### src/rtl/adder_seq_pkg.sv
// adder_seq_pkg: state encoding and default sizing shared by the adder sequencer files
package adder_seq_pkg;
   typedef enum logic [2:0] {S_IDLE, S_LOAD, S_RUN, S_WAIT, S_RESP} seq_state_t;
   localparam int SEQ_WIDTH = 32;
   localparam int SEQ_CNT_W = 16;
   localparam int SEQ_TIMEOUT = 1023;
endpackage

### src/rtl/adder_seq_window_counter.sv
// adder_seq_window_counter: loadable down-counter, last is high while the count sits at 1
module adder_seq_window_counter #(
   parameter int W = 16
) (
   input  logic         wb_clk_i,
   input  logic         wb_rst_i,
   input  logic         load,
   input  logic         dec,
   input  logic [W-1:0] load_value,
   output logic         last
);
   logic [W-1:0] count;
   always_ff @(posedge wb_clk_i) begin
      if (wb_rst_i) count <= '0;
      else if (load) count <= load_value;
      else if (dec && count != '0) count <= count - W'(1);
   end
   assign last = count == W'(1);
endmodule

### src/rtl/instrumented_adder_sequencer.sv
// instrumented_adder_sequencer: one-command-at-a-time driver/checker for an instrumented adder
// Optional WAIT timeout is built only when ADDER_SEQ_TIMEOUT_EN is defined.
module instrumented_adder_sequencer
   import adder_seq_pkg::*;
#(
   parameter int WIDTH = SEQ_WIDTH,
   parameter int CNT_W = SEQ_CNT_W,
   parameter int TIMEOUT = SEQ_TIMEOUT
) (
   input  logic             wb_clk_i,
   input  logic             wb_rst_i,
   input  logic             cmd_valid,
   output logic             cmd_ready,
   input  logic [WIDTH-1:0] cmd_a,
   input  logic [WIDTH-1:0] cmd_b,
   input  logic [CNT_W-1:0] cmd_cycles,
   output logic [WIDTH-1:0] dut_a,
   output logic [WIDTH-1:0] dut_b,
   output logic             dut_run,
   input  logic             dut_done,
   input  logic [WIDTH-1:0] dut_sum,
   input  logic [WIDTH-1:0] dut_count,
   output logic             rsp_valid,
   input  logic             rsp_ready,
   output logic [WIDTH-1:0] rsp_sum,
   output logic [WIDTH-1:0] rsp_count,
   output logic             rsp_err,
   output logic             rsp_timeout
);
   seq_state_t state, state_n;
   logic accept, run_last, wait_expired, capture;
   assign accept = cmd_valid && cmd_ready;
   assign capture = state == S_WAIT && (dut_done || wait_expired);
   // The window length is held in the counter itself from accept until RUN starts.
   adder_seq_window_counter #(.W(CNT_W)) u_run_window (
      .wb_clk_i   (wb_clk_i),
      .wb_rst_i   (wb_rst_i),
      .load       (accept),
      .dec        (state == S_RUN),
      .load_value (cmd_cycles == '0 ? CNT_W'(1) : cmd_cycles),
      .last       (run_last)
   );
`ifdef ADDER_SEQ_TIMEOUT_EN
   localparam int TW = $clog2(TIMEOUT + 1);
   adder_seq_window_counter #(.W(TW)) u_wait_window (
      .wb_clk_i   (wb_clk_i),
      .wb_rst_i   (wb_rst_i),
      .load       (state == S_RUN && run_last),
      .dec        (state == S_WAIT),
      .load_value (TW'(TIMEOUT)),
      .last       (wait_expired)
   );
   always_ff @(posedge wb_clk_i) begin
      if (wb_rst_i) rsp_timeout <= 1'b0;
      else if (capture) rsp_timeout <= !dut_done;
   end
`else
   localparam int unused_timeout = TIMEOUT;
   assign wait_expired = 1'b0;
   assign rsp_timeout = 1'b0;
`endif
   always_ff @(posedge wb_clk_i) begin
      if (wb_rst_i) state <= S_IDLE;
      else state <= state_n;
   end
   always_comb begin
      state_n = state;
      case (state)
         S_IDLE: state_n = accept ? S_LOAD : S_IDLE;
         S_LOAD: state_n = S_RUN;
         S_RUN:  state_n = run_last ? S_WAIT : S_RUN;
         S_WAIT: state_n = capture ? S_RESP : S_WAIT;
         S_RESP: state_n = rsp_ready ? S_IDLE : S_RESP;
         default: state_n = S_IDLE;
      endcase
   end
   // Gating with reset drops the run enable inside the reset cycle itself.
   always_comb begin
      cmd_ready = state == S_IDLE && !wb_rst_i;
      dut_run = state == S_RUN && !wb_rst_i;
      rsp_valid = state == S_RESP;
   end
   always_ff @(posedge wb_clk_i) begin
      if (wb_rst_i) begin
         dut_a <= '0;
         dut_b <= '0;
         rsp_sum <= '0;
         rsp_count <= '0;
         rsp_err <= 1'b0;
      end else begin
         if (accept) begin
            dut_a <= cmd_a;
            dut_b <= cmd_b;
         end
         if (capture) begin
            rsp_sum <= dut_done ? dut_sum : '0;
            rsp_count <= dut_done ? dut_count : '0;
            rsp_err <= dut_done && dut_sum != dut_a + dut_b;
         end
      end
   end
endmodule

### config.mk
export PLATFORM = sky130hd
export DESIGN_NAME = instrumented_adder_sequencer
export DESIGN_NICKNAME = d
export VERILOG_FILES = /design/src/rtl/adder_seq_pkg.sv /design/src/rtl/adder_seq_window_counter.sv /design/src/rtl/instrumented_adder_sequencer.sv
export SDC_FILE = /design/constraint.sdc
export NUM_CORES = 1
export LEC_CHECK = 0
export ABC_AREA = 1
export CAP_MARGIN = 0
export CORE_AREA = 5 5 141 143
export DETAILED_ROUTE_END_ITERATION = 10
export DIE_AREA = 0 0 146 148
export MAX_ROUTING_LAYER = met4
export PLACE_DENSITY = 0.81
export SETUP_SLACK_MARGIN = 0.05
export SYNTH_ARGS = -nofsm -noshare
export SYNTH_HDL_FRONTEND = slang
export SYNTH_SLANG_ARGS = --single-unit
### constraint.sdc
create_clock -name wb_clk_i -period 2.6 [get_ports wb_clk_i]
set_input_delay 0.65 -clock wb_clk_i [delete_from_list [all_inputs] [get_ports wb_clk_i]]
set_output_delay 0.65 -clock wb_clk_i [all_outputs]
set_load 0.05 [all_outputs]
Run 1, cells by drive strength:
Scale: 3 px per µm.
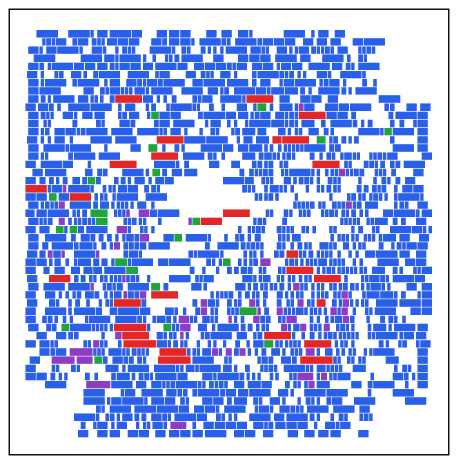
[drive 3 to 4] green | cells: 23 | most used: buf_4
[drive 1 or less] blue | cells: 1513 | most used: nand2_1
[drive 6 and up] red | cells: 28 | most used: clkbuf_16
[drive 2] purple | cells: 55 | most used: nand2_2
area grow syn2layout: 43.69%
post-layout instance area: 12210 µm²
non-clock buffer count: 295

Run 1, routed metal, one color a layer:
Scale: 3 px per µm. Two of the layers only.
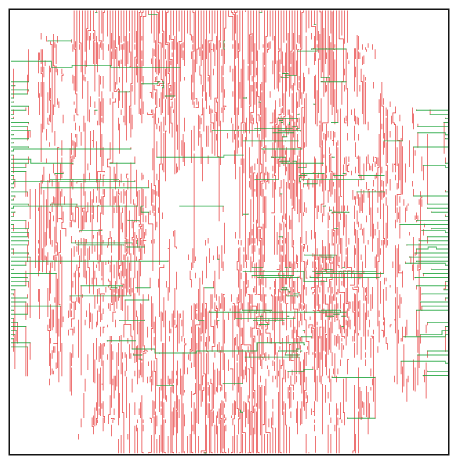
[met2] red | wire length: 14200 µm
[met3] green | wire length: 1790 µm
Vias: 9489
WL final: 28.92 mm
Total Routing Usage GR: 0.2660

Run 1, I/O pins on the die edge:
Scale: 3 px per µm. Pins as bars across the die edge, other pins in gray.
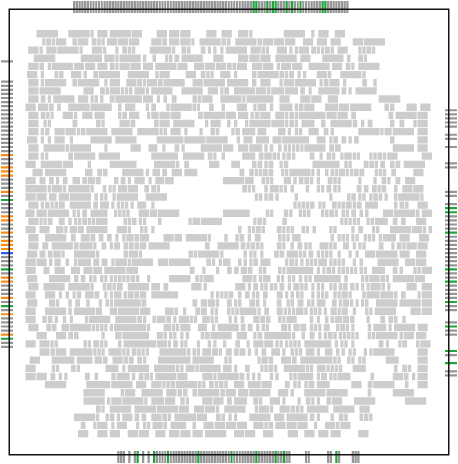
[wb_rst_i] blue | pins: 1 | direction: input | edge: west
[cmd_cycles] orange | pins: 16 | direction: input | edge: west
[dut_a] green | pins: 32 | direction: output | edge: 10 north, 9 south, 9 east, 4 west
Die Width: 146 µm
die height: 148 µm

Run 1, wires at chosen ports, followed through buffers:
Scale: 2 px per µm.
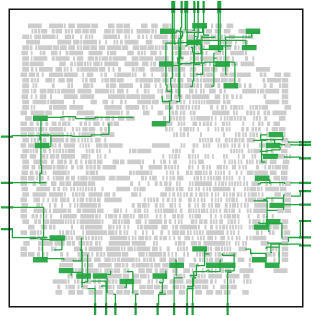
[dut_a] green | bits: 32 | direction: output | end cells: 32 | buffers: 32 | wire: 1470 µm
number of port buffers: 280
I/O pins: 282

==> impl_metrics.toml, run 1 <==
# yosys + openroad results
[worst_hold_path]
holdCritPathClass = "flip-flop to flip-flop"

[grt]
grt_max_degree = 81
use_met3 = 0.05610
grt_first_pass_wirelength_mm = 45.75
grt_pass1_vias = 9211
use_met2 = 0.4550
gr-max-usage-layer = "met2"
grt_overflow = 0
antenna_found_initial = 0

[logic_synthesis]
logic_family = "simple AND/OR/NAND/NOR gates"
fp_nets = 1521
netlist.area_leader.share = 0.3487
netlist_area_um2 = 8497
avgSynthCellArea_um2 = 6.350
ys_types = 46
yosys.area_share.xor_xnor = 0.02268
yosys.area_share.simple = 0.3458
synthFlopType = "dfxtp_1"
area_leaders = "dfxtp_1 (35%), nand2_1 (18%), nor2_1 (7.6%)"
top_cells_by_count = "nand2_1 (410), nor2_1 (172), inv_1 (149)"
compound_area_frac = 0.1377
synth_flops = 148
yosys.area_share.adder = 0.05095
most_common_cell = "nand2_1"
ys_area_um2 = 8497

[placed_design]
placed_cells = 1821
place_hpwl_mm = 22.27
place.gp.congestion = 0.9557
pre_cts_ws_ps = -7.744

[final_timing]
tightest_slew_ps = 592.4
setup_violations = 0
final.min_clock_period_ps = 2360
clock_skew_ps = 6.476
finalSetupTns_ps = 0
final_max_slew_viol_count = 0

[cts]
post_cts_resized = 1
postCtsSetupBuffers = 0
cts_hold_buf = 0
cts_tree = "done"
clk_path_buf_depth = 2
cts-root-buf = "clkbuf_16"

[worst_setup_path]
path_depth = 15
r2r_start = "dut_a[2]$_SDFFE_PP0P_"
critPathKind = "flip-flop to flip-flop"
regToRegEndpoint = "rsp_err$_SDFFE_PP0P_"
max_stage_delay_ps = 380
rr_worst_depth = 15
startpoint_type = "flip-flop"
critical_path_required_ps = 2920
critPathSlowestCell = "ha_1"
crit_buf_inv = 0
cp_common_cell = "nand2_1"
end_kind = "flip-flop"
cp-startpoint = "dut_a[2]$_SDFFE_PP0P_"
cp-endpoint = "rsp_err$_SDFFE_PP0P_"

[power_and_ir_drop]
maxPowerGroup = "clock"
switchingPower_mw = 1.894
pwr.group.clock_mw = 2.68
power_mw = 6.415
pwr-share-comb = 0.204
irDropWorstVdd_mv = 0.4564
power_frac_clock = 0.418

[floorplan]
nWellTaps = 234
chip_area_um2 = 21610
num_rows = 50
core_area_um2 = 18460

[cells_and_area]
nonClkBufAreaFrac = 0.2420
seq_area_frac = 0.2429
nets = 1789
comb_area_frac = 0.3907
seq_cell_count = 148
dominant_cells = "multi-input combinational cells"
diodes = 0
seq_area_um2 = 2965
layout_top_cells = "nand2_1 (404), clkdlybuf4s50_1 (276), nor2_1 (171)"
layout.comb_gates.multi_input = 985
finalNonFillerCells = 1853
clkbuf_count = 19
comb_area_um2 = 4770

[drt]
dr.pass1.iters = 7
wl_met2_mm = 14.23
drc = 0
wl_met1_mm = 12.25
drt-initial-drc-count = 667

[outcome]
status = "finished, final reports clean"
[run 1: how the worst min path moves through the flow]
stage	start	endpoint	slack, ps	cells past startpoint
floorplan	u_run_window.count[13]$_SDFFE_PP0P_	u_run_window.count[13]$_SDFFE_PP0P_	470	1
global placement	dut_b[0]$_SDFFE_PP0P_	dut_b[0]$_SDFFE_PP0P_	470	2
detailed placement	dut_b[5]$_SDFFE_PP0P_	dut_b[5]$_SDFFE_PP0P_	480	2
CTS	dut_a[7]$_SDFFE_PP0P_	dut_a[7]$_SDFFE_PP0P_	490	2
global route	dut_a[11]$_SDFFE_PP0P_	dut_a[11]$_SDFFE_PP0P_	510	2
finish	dut_b[0]$_SDFFE_PP0P_	dut_b[0]$_SDFFE_PP0P_	480	2
Run 1, placed standard cells:
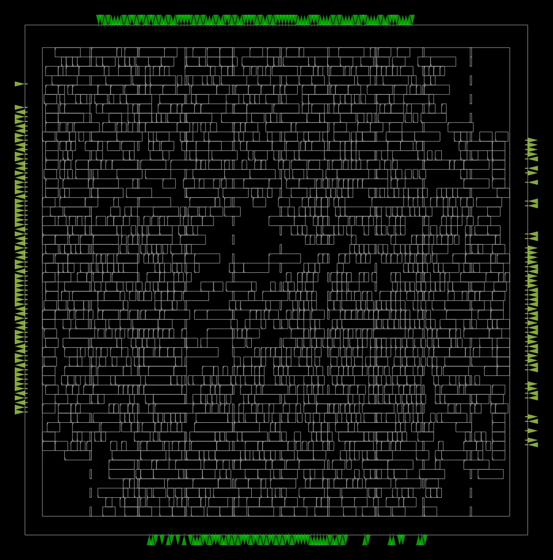

==> inputs of run 2 (changes only) <==
--- a/config.mk
+++ b/config.mk
@@ -6,10 +6,11 @@
 export NUM_CORES = 1
 export LEC_CHECK = 0
 export ABC_AREA = 1
+export ABC_CLOCK_PERIOD_IN_PS = 2600
 export CAP_MARGIN = 0
-export CORE_AREA = 5 5 141 143
+export CORE_AREA = 10 10 146 148
 export DETAILED_ROUTE_END_ITERATION = 10
-export DIE_AREA = 0 0 146 148
+export DIE_AREA = 0 0 156 158
 export MAX_ROUTING_LAYER = met4
 export PLACE_DENSITY = 0.81
 export SETUP_SLACK_MARGIN = 0.05
Run 2, placed standard cells:
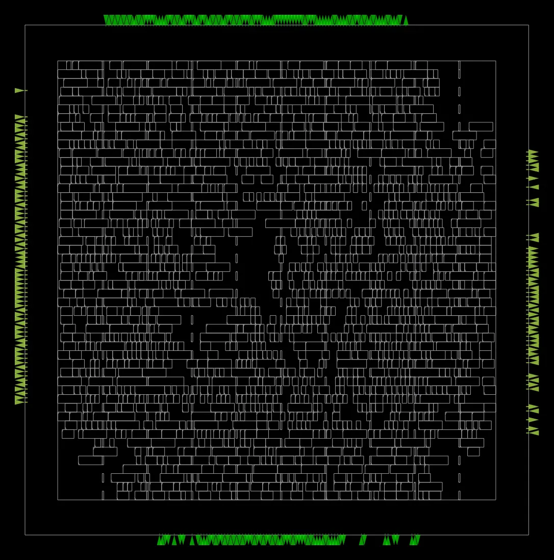
core area: 18460 µm²
Layout Utilization: 0.6588
sequential share of cell area: 0.2437
row count: 50
flip-flops: 148

Run 2, wires at chosen ports, followed through buffers:
Scale: 2 px per µm.
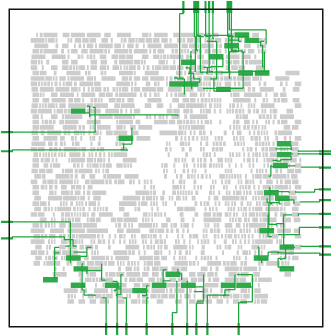
[dut_a] green | bits: 32 | direction: output | end cells: 32 | buffers: 32 | wire: 1540 µm

Run 2, cells by drive strength:
Scale: 3 px per µm.
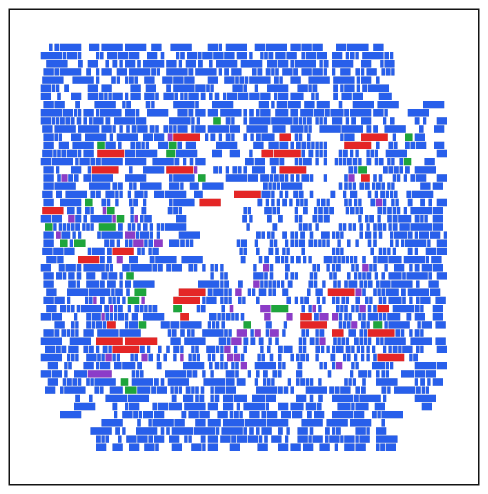
[drive 6 and up] red | cells: 30 | most used: clkbuf_16
[drive 3 to 4] green | cells: 25 | most used: buf_4
[drive 2] purple | cells: 46 | most used: nand2_2
[drive 1 or less] blue | cells: 1519 | most used: nand2_1
non-clock buffer count: 296
Worst Slack Setup Final: 205.3 ps
post-layout instance area: 12160 µm²

==> impl_metrics.toml, run 2 <==
# yosys + openroad results
[outcome]
status = "finished, final reports clean"

[logic_synthesis]
yosys.area_share.adder = 0.05095
avgSynthCellArea_um2 = 6.350
most_common_cell = "nand2_1"
top_cells_by_count = "nand2_1 (410), nor2_1 (172), inv_1 (149)"
area_leaders = "dfxtp_1 (35%), nand2_1 (18%), nor2_1 (7.6%)"
compound_area_frac = 0.1377
synthFlopType = "dfxtp_1"
yosys.area_share.xor_xnor = 0.02268
yosys.area_share.simple = 0.3458
logic_family = "simple AND/OR/NAND/NOR gates"
netlist.area_leader.share = 0.3487
synth_flops = 148
ys_types = 46
netlist_area_um2 = 8497

[worst_setup_path]
critical_path_required_ps = 1950
critPathMaxFanout = 2
r2r_start = "dut_a[0]$_SDFFE_PP0P_"
cp-endpoint = "dut_b[18]"
startpoint_type = "flip-flop"
cp-startpoint = "dut_b[18]$_SDFFE_PP0P_"
regToRegEndpoint = "rsp_err$_SDFFE_PP0P_"
rr_worst_depth = 18
end_kind = "output port"
critPathKind = "flip-flop to output port"

[floorplan]
chip_area_um2 = 24650
ios = 282
fp.dieW_um = 156
die_y_um = 158

[power_and_ir_drop]
comb_power_mw = 1.32
irDropWorstVdd_mv = 0.5363
switchingPower_mw = 1.968
power_frac_clock = 0.399
pwr-share-comb = 0.211
maxPowerGroup = "clock"

[cells_and_area]
nets = 1790
layout_top_cells = "nand2_1 (407), clkdlybuf4s50_1 (276), nor2_1 (171)"
diodes = 0
area_growth_pct = 43.09

[grt]
grt_pass1_vias = 9175
use_met3 = 0.06052
grt_overflow = 0
gr-max-usage-layer = "met2"
antenna_found_initial = 0
grt_max_degree = 82
grtUsageTotal = 0.2447
use_met2 = 0.4239
grt_first_pass_wirelength_mm = 47.29

[drt]
routed_wl_mm = 30.50
dr_total_vias = 9447
drc = 0
wl_met2_mm = 15.45
drt-initial-drc-count = 672

[placed_design]
place_hpwl_mm = 24.10
place.gp.congestion = 0.9570

[cts]
clk_path_buf_depth = 2
worstSkewPairLatency_ps = 430
cts-root-buf = "clkbuf_16"
postCtsSetupBuffers = 0
cts_tree = "done"
post_cts_resized = 1

[final_timing]
setup_violations = 0
tightest_slew_ps = 597.2
finalSetupTns_ps = 0
final.min_clock_period_ps = 2395
clock_skew_ps = 8.420
relSlewSlack = 0.6006

[worst_hold_path]
hold_depth = 2
worstHoldStart = "dut_b[3]$_SDFFE_PP0P_"
whs_endpoint = "dut_b[3]$_SDFFE_PP0P_"
holdCritPathClass = "flip-flop to flip-flop"
-- run 2: metrics by stage --
step                      setup WS [ps]  power (mW)  instances  hold slack [ps]  instance area (µm²)
final                             205.3       6.225       1854            487.6                12160
after global routing              46.02       6.497       1854            502.5                12160
after CTS                         181.3       6.259       1854            490.2                12140
after detailed placement          86.83       3.776       1822            480.0                11550
after global placement            104.5       3.758       1822            472.1                11550
after floorplan                   238.2       3.233       1338            471.7                 8499
-- run 2: cell type report --
class                   instances  area (µm²)
fillers                      1614        6297
multi-input cells             985        4758
flip-flops and latches        148        2963
repair buffers                296        2962
inverters                     159       596.8
clock buffers                  17       425.4
well taps                     234       292.8
clock inverters                15       160.2
-- run 2: critical path, cell delays in order (launching register included) --
cell,delay [ps]
dfxtp_1,370
buf_4,130
clkdlybuf4s50_1,820
No activity file was given, so power comes from the tool's default toggle rates.
